### src/rtl/mem_pkg.sv
// -----------------------------------------------------------------------------
// mem_pkg
// Shared definitions for the memory-address arbiter: FSM state encoding and
// default sizing used by mem_addr_arbiter and its round-robin picker.
// -----------------------------------------------------------------------------
package mem_pkg;

    typedef enum logic [1:0] {
        ST_IDLE   = 2'd0,
        ST_ACCESS = 2'd1,
        ST_DONE   = 2'd2
    } state_t;

    localparam int DEF_ADDR_W  = 32;
    localparam int DEF_NUM_SRC = 4;

endpackage

### src/rtl/rr_picker.sv
// -----------------------------------------------------------------------------
// rr_picker
// Combinational winner selection among NUM_SRC requesters.
//   RR_MODE = 0 : fixed priority, lowest index wins.
//   RR_MODE = 1 : round-robin, search starts at rr_ptr and wraps.
// Requesters with their mask bit set are excluded from the search.
// Ports:
//   req     in   NUM_SRC  raw request vector
//   mask    in   NUM_SRC  requesters to ignore this cycle
//   rr_ptr  in   IDX_W    round-robin search start index
//   winner  out  IDX_W    index of the selected requester
//   valid   out  1        at least one unmasked request present
// -----------------------------------------------------------------------------
module rr_picker
    import mem_pkg::*;
#(
    parameter  int NUM_SRC = DEF_NUM_SRC,
    parameter  int RR_MODE = 0,
    localparam int IDX_W   = $clog2(NUM_SRC)
) (
    input  logic [NUM_SRC-1:0] req,
    input  logic [NUM_SRC-1:0] mask,
    input  logic [IDX_W-1:0]   rr_ptr,
    output logic [IDX_W-1:0]   winner,
    output logic               valid
);

    logic [NUM_SRC-1:0] eff;
    logic [IDX_W-1:0]   fp_idx;
    logic [IDX_W-1:0]   rr_idx;

    assign eff = req & ~mask;

    always_comb begin : pick
        int idx;
        idx    = 0;
        fp_idx = '0;
        rr_idx = '0;
        // Descending scans overwrite, so the last hit is the lowest index
        // (fixed priority) or the smallest distance from rr_ptr (round-robin).
        for (int i = NUM_SRC - 1; i >= 0; i--) begin
            if (eff[i]) begin
                fp_idx = IDX_W'(i);
            end
        end
        for (int k = NUM_SRC - 1; k >= 0; k--) begin
            idx = int'(rr_ptr) + k;
            if (idx >= NUM_SRC) begin
                idx = idx - NUM_SRC;
            end
            if (eff[idx]) begin
                rr_idx = IDX_W'(idx);
            end
        end
        winner = (RR_MODE != 0) ? rr_idx : fp_idx;
        valid  = |eff;
    end

endmodule

### src/rtl/mem_addr_arbiter.sv
// -----------------------------------------------------------------------------
// mem_addr_arbiter
// Arbitrates NUM_SRC address requesters for the single memory port. The winner's
// address and write flag are latched and held for WAIT_CYCLES cycles of mem_en,
// then the winner receives a one-cycle done pulse. Back-to-back accesses start
// directly from the DONE cycle, giving one access per WAIT_CYCLES+1 cycles.
// Ports:
//   clk       in   1               rising-edge clock
//   reset_n   in   1               asynchronous active-low reset
//   req       in   NUM_SRC         per-source level request
//   src_addr  in   NUM_SRC*ADDR_W  packed addresses, source i at [i*ADDR_W +: ADDR_W]
//   src_wr    in   NUM_SRC         per-source write flag
//   flush     in   1               abort access / suppress arbitration
//   gnt       out  NUM_SRC         one-hot grant, held through ACCESS and DONE
//   mem_en    out  1               memory access strobe
//   mem_wr    out  1               latched write flag
//   mem_addr  out  ADDR_W          latched address
//   done      out  NUM_SRC         one-cycle completion pulse
//   busy      out  1               high in ACCESS or DONE
// -----------------------------------------------------------------------------
module mem_addr_arbiter
    import mem_pkg::*;
#(
    parameter int NUM_SRC     = DEF_NUM_SRC,
    parameter int ADDR_W      = DEF_ADDR_W,
    parameter int WAIT_CYCLES = 1,
    parameter int RR_MODE     = 0
) (
    input  logic                      clk,
    input  logic                      reset_n,
    input  logic [NUM_SRC-1:0]        req,
    input  logic [NUM_SRC*ADDR_W-1:0] src_addr,
    input  logic [NUM_SRC-1:0]        src_wr,
    input  logic                      flush,
    output logic [NUM_SRC-1:0]        gnt,
    output logic                      mem_en,
    output logic                      mem_wr,
    output logic [ADDR_W-1:0]         mem_addr,
    output logic [NUM_SRC-1:0]        done,
    output logic                      busy
);

    localparam int IDX_W = $clog2(NUM_SRC);
    localparam int CNT_W = (WAIT_CYCLES > 1) ? $clog2(WAIT_CYCLES) : 1;
    localparam logic [CNT_W-1:0] CNT_INIT = CNT_W'(WAIT_CYCLES - 1);
    localparam logic [IDX_W-1:0] LAST_IDX = IDX_W'(NUM_SRC - 1);

    state_t              state_q, state_d;
    logic [CNT_W-1:0]    cnt_q, cnt_d;
    logic [IDX_W-1:0]    rr_ptr_q, rr_ptr_d;
    logic [NUM_SRC-1:0]  gnt_d, done_d;
    logic                mem_en_d, mem_wr_d, busy_d;
    logic [ADDR_W-1:0]   mem_addr_d;

    logic [NUM_SRC-1:0]  pick_mask;
    logic [IDX_W-1:0]    win;
    logic                win_vld;
    logic                take;
    logic [ADDR_W-1:0]   addr_arr [NUM_SRC];

    for (genvar g = 0; g < NUM_SRC; g++) begin : g_addr
        assign addr_arr[g] = src_addr[g*ADDR_W +: ADDR_W];
    end

    // The source completing in DONE must not win again in the same cycle.
    assign pick_mask = (state_q == ST_DONE) ? gnt : '0;

    rr_picker #(
        .NUM_SRC (NUM_SRC),
        .RR_MODE (RR_MODE)
    ) u_picker (
        .req    (req),
        .mask   (pick_mask),
        .rr_ptr (rr_ptr_q),
        .winner (win),
        .valid  (win_vld)
    );

    always_comb begin
        state_d    = state_q;
        cnt_d      = cnt_q;
        rr_ptr_d   = rr_ptr_q;
        gnt_d      = gnt;
        done_d     = '0;
        mem_en_d   = mem_en;
        mem_wr_d   = mem_wr;
        mem_addr_d = mem_addr;
        busy_d     = busy;
        take       = 1'b0;

        case (state_q)
            ST_IDLE: begin
                take = win_vld && !flush;
            end
            ST_ACCESS: begin
                if (flush) begin
                    state_d  = ST_IDLE;
                    mem_en_d = 1'b0;
                    gnt_d    = '0;
                    busy_d   = 1'b0;
                end else if (cnt_q == '0) begin
                    state_d  = ST_DONE;
                    mem_en_d = 1'b0;
                    done_d   = gnt;
                end else begin
                    cnt_d = cnt_q - 1'b1;
                end
            end
            ST_DONE: begin
                if (win_vld && !flush) begin
                    take = 1'b1;
                end else begin
                    state_d  = ST_IDLE;
                    gnt_d    = '0;
                    mem_en_d = 1'b0;
                    busy_d   = 1'b0;
                end
            end
            default: begin
                state_d  = ST_IDLE;
                gnt_d    = '0;
                mem_en_d = 1'b0;
                busy_d   = 1'b0;
            end
        endcase

        if (take) begin
            state_d    = ST_ACCESS;
            cnt_d      = CNT_INIT;
            gnt_d      = '0;
            gnt_d[win] = 1'b1;
            mem_addr_d = addr_arr[win];
            mem_wr_d   = src_wr[win];
            mem_en_d   = 1'b1;
            busy_d     = 1'b1;
            rr_ptr_d   = (win == LAST_IDX) ? '0 : win + 1'b1;
        end
    end

    always_ff @(posedge clk or negedge reset_n) begin
        if (!reset_n) begin
            state_q  <= ST_IDLE;
            cnt_q    <= '0;
            rr_ptr_q <= '0;
            gnt      <= '0;
            done     <= '0;
            mem_en   <= 1'b0;
            mem_wr   <= 1'b0;
            mem_addr <= '0;
            busy     <= 1'b0;
        end else begin
            state_q  <= state_d;
            cnt_q    <= cnt_d;
            rr_ptr_q <= rr_ptr_d;
            gnt      <= gnt_d;
            done     <= done_d;
            mem_en   <= mem_en_d;
            mem_wr   <= mem_wr_d;
            mem_addr <= mem_addr_d;
            busy     <= busy_d;
        end
    end

endmodule
### config.mk
export PLATFORM = sky130hd
export DESIGN_NAME = mem_addr_arbiter
export DESIGN_NICKNAME = d
export VERILOG_FILES = /design/src/rtl/mem_pkg.sv /design/src/rtl/rr_picker.sv /design/src/rtl/mem_addr_arbiter.sv
export SDC_FILE = /design/constraint.sdc
export NUM_CORES = 1
export LEC_CHECK = 0
export CAP_MARGIN = 25
export CORE_MARGIN = 2
export CORE_UTILIZATION = 40
export CTS_BUF_LIST = sky130_fd_sc_hd__clkbuf_8
export CTS_CLUSTER_DIAMETER = 60
export DETAILED_ROUTE_END_ITERATION = 10
export PLACE_DENSITY = 0.95
export SYNTH_ARGS = -nofsm -noshare
export SYNTH_HDL_FRONTEND = slang
export SYNTH_SLANG_ARGS = --single-unit
### constraint.sdc
create_clock -name clk -period 4.11 [get_ports clk]
set_input_delay 0.411 -clock clk [delete_from_list [all_inputs] [get_ports clk]]
set_output_delay 0.411 -clock clk [all_outputs]
set_load 0.01 [all_outputs]
==> impl_metrics.env <==
# implementation run metrics
export IMPL_status="finished clean"
export IMPL_mostFrequentLayoutCell="clkdlybuf4s50_1"
export IMPL_yosysTopAreaCellShare_pct=40.4
export IMPL_layout_cells_most_common_list="180 x clkdlybuf4s50_1, 44 x dfrtp_1, 33 x a22o_1"
export IMPL_wirelength_mm=10.1
export IMPL_ys_sh_simple_pct=15.3
export IMPL_busiest_layer="met2"
export IMPL_n_all_inverters=2
export IMPL_crit_chain="nand3b_4, a22oi_2, a31o_1, inv_2, o21ai_0, o22a_1"
export IMPL_vias_per_cell=6.02
export IMPL_clockPowerShare_pct=19.7
export IMPL_cts_root_buf="clkbuf_8"
export IMPL_pwr_group_combinational_w=0.000561
export IMPL_area_growth_pct=70.4
export IMPL_largestClassByArea="non-clock buffers"
export IMPL_layout_worst_path_cycle_share_pct=72.4
export IMPL_synthFlopType="dfrtp_1"
export IMPL_finalNetCount=589
export IMPL_rr_worst_depth=6
export IMPL_logic_gates=209
export IMPL_mux_area_share_pct=0
export IMPL_wl_per_cell_um=19.1
export IMPL_htree_levels=2
export IMPL_edf_count=0
export IMPL_seq_cell_share_pct=23.7
export IMPL_r2r_start="state_q[0]"
export IMPL_sh_comb_area_pct=31.3
export IMPL_seqCellArea_um2=1100
export IMPL_cts_setup_buffers=0
export IMPL_skew_ns=0.00873
export IMPL_comb_area_um2=1450
export IMPL_holdBufCountCts=0
export IMPL_final_nonclk_buf_share_pct=40.7
export IMPL_area_leaders="dfrtp_1 40%, a22o_1 11%, o22a_1 8.4%, and3_1 6.9%, a31oi_1 6.0%"
export IMPL_synthTopLogicFamily="AND-OR/OR-AND gates"
export IMPL_rsz0062_at_grt="no"
export IMPL_top_power_group="combinational logic"
export IMPL_switchingPower_w=0.000416
export IMPL_ys_cells=285
export IMPL_p_per_area_nw_per_um2=301
export IMPL_min_period_ns=2.98
export IMPL_drt_antenna_violating_nets=0
per-stage QoR:
| step | hold WS [ns] | cells | setup slack (ns) | area (um^2) |
|---|---|---|---|---|
| finish | 0.0495 | 531 | 1.13 | 4640 |
| global route | 0.0745 | 531 | 0.904 | 4640 |
| CTS | 0.314 | 529 | 1.17 | 4600 |
| detailed placement | 0.497 | 521 | 1.03 | 4510 |
| global placement | 0.477 | 521 | 1.23 | 4510 |
| floorplan | 0.115 | 285 | 2.22 | 2730 |
metal layers:
| layer | part of all wire, % | up-vias | wire [um] |
|---|---|---|---|
| met2 | 52 | 200 | 5320 |
| li1 | - | 1454 | - |
| met5 | 0 | - | 0 |
| met3 | 7.1 | 25 | 719 |
| met4 | 2.3 | 0 | 232 |
| met1 | 38 | 1520 | 3880 |
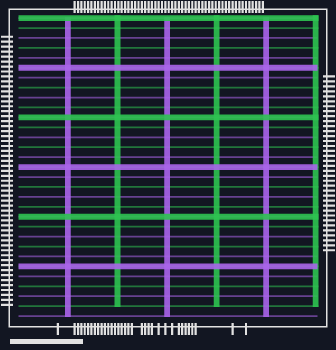
(power grid)
Bar = 20 um. Pins as bars on the die edge.
purple -> VSS
green -> VDD
signal pins = 182
rows = 30
met5 straps = 6
floorplan core area: 6680 um^2
Die Wd: 86.5 um
die height: 86.5 um
worst vdd ir: 156 uV

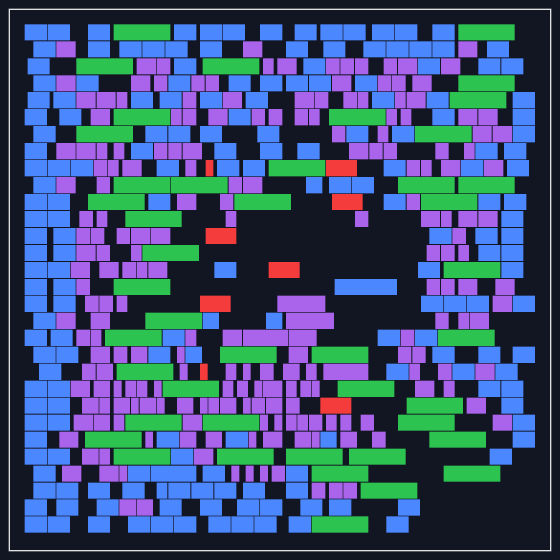
(placed cells, one colour a class)
red -> clock drivers and dummy loads  # cells 8
blue -> remaining buffers and delay cells  # cells 188
green -> registers  # cells 44
purple -> remaining logic cells  # cells 211
final instance area: 4640 um^2
# rows: 30
Final Util: 69.5%

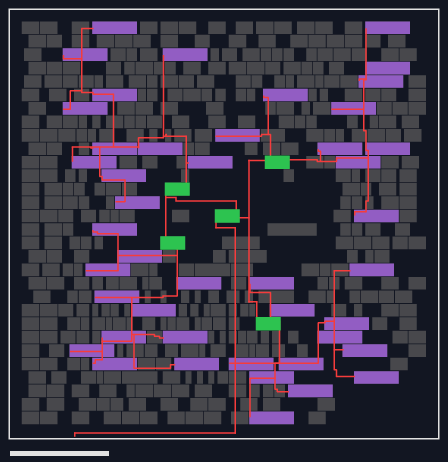
(clock wires, drivers and flops)
Bar = 20 um.
green -> clock-net drivers  # count 5
purple -> flip-flops  # count 44
red -> clock wires  # length 584 um
flops lie = all over the die
routed clock nets = 6

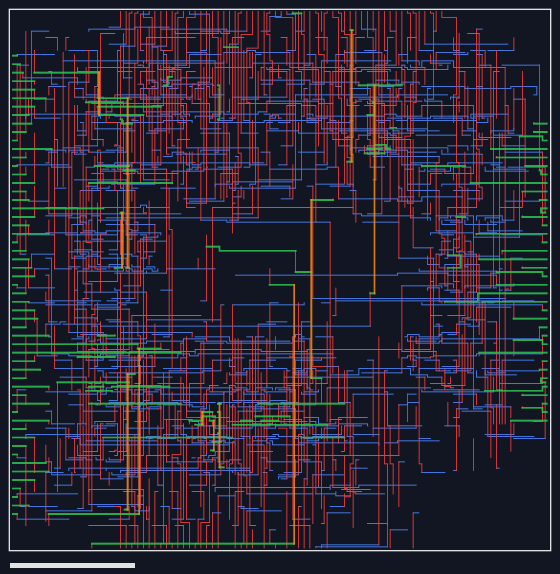
(wiring by layer)
Bar = 20 um.
orange -> M4  # wire length 233 um
green -> M3  # wire length 720 um
red -> M2  # wire length 5320 um
blue -> M1  # wire length 3880 um

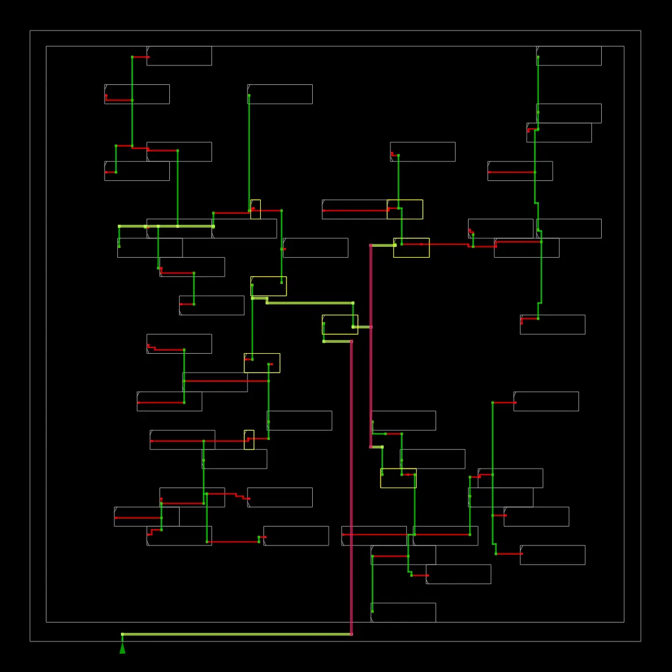
(clock routing)
CLK BUF: 6
Seq cells: 44

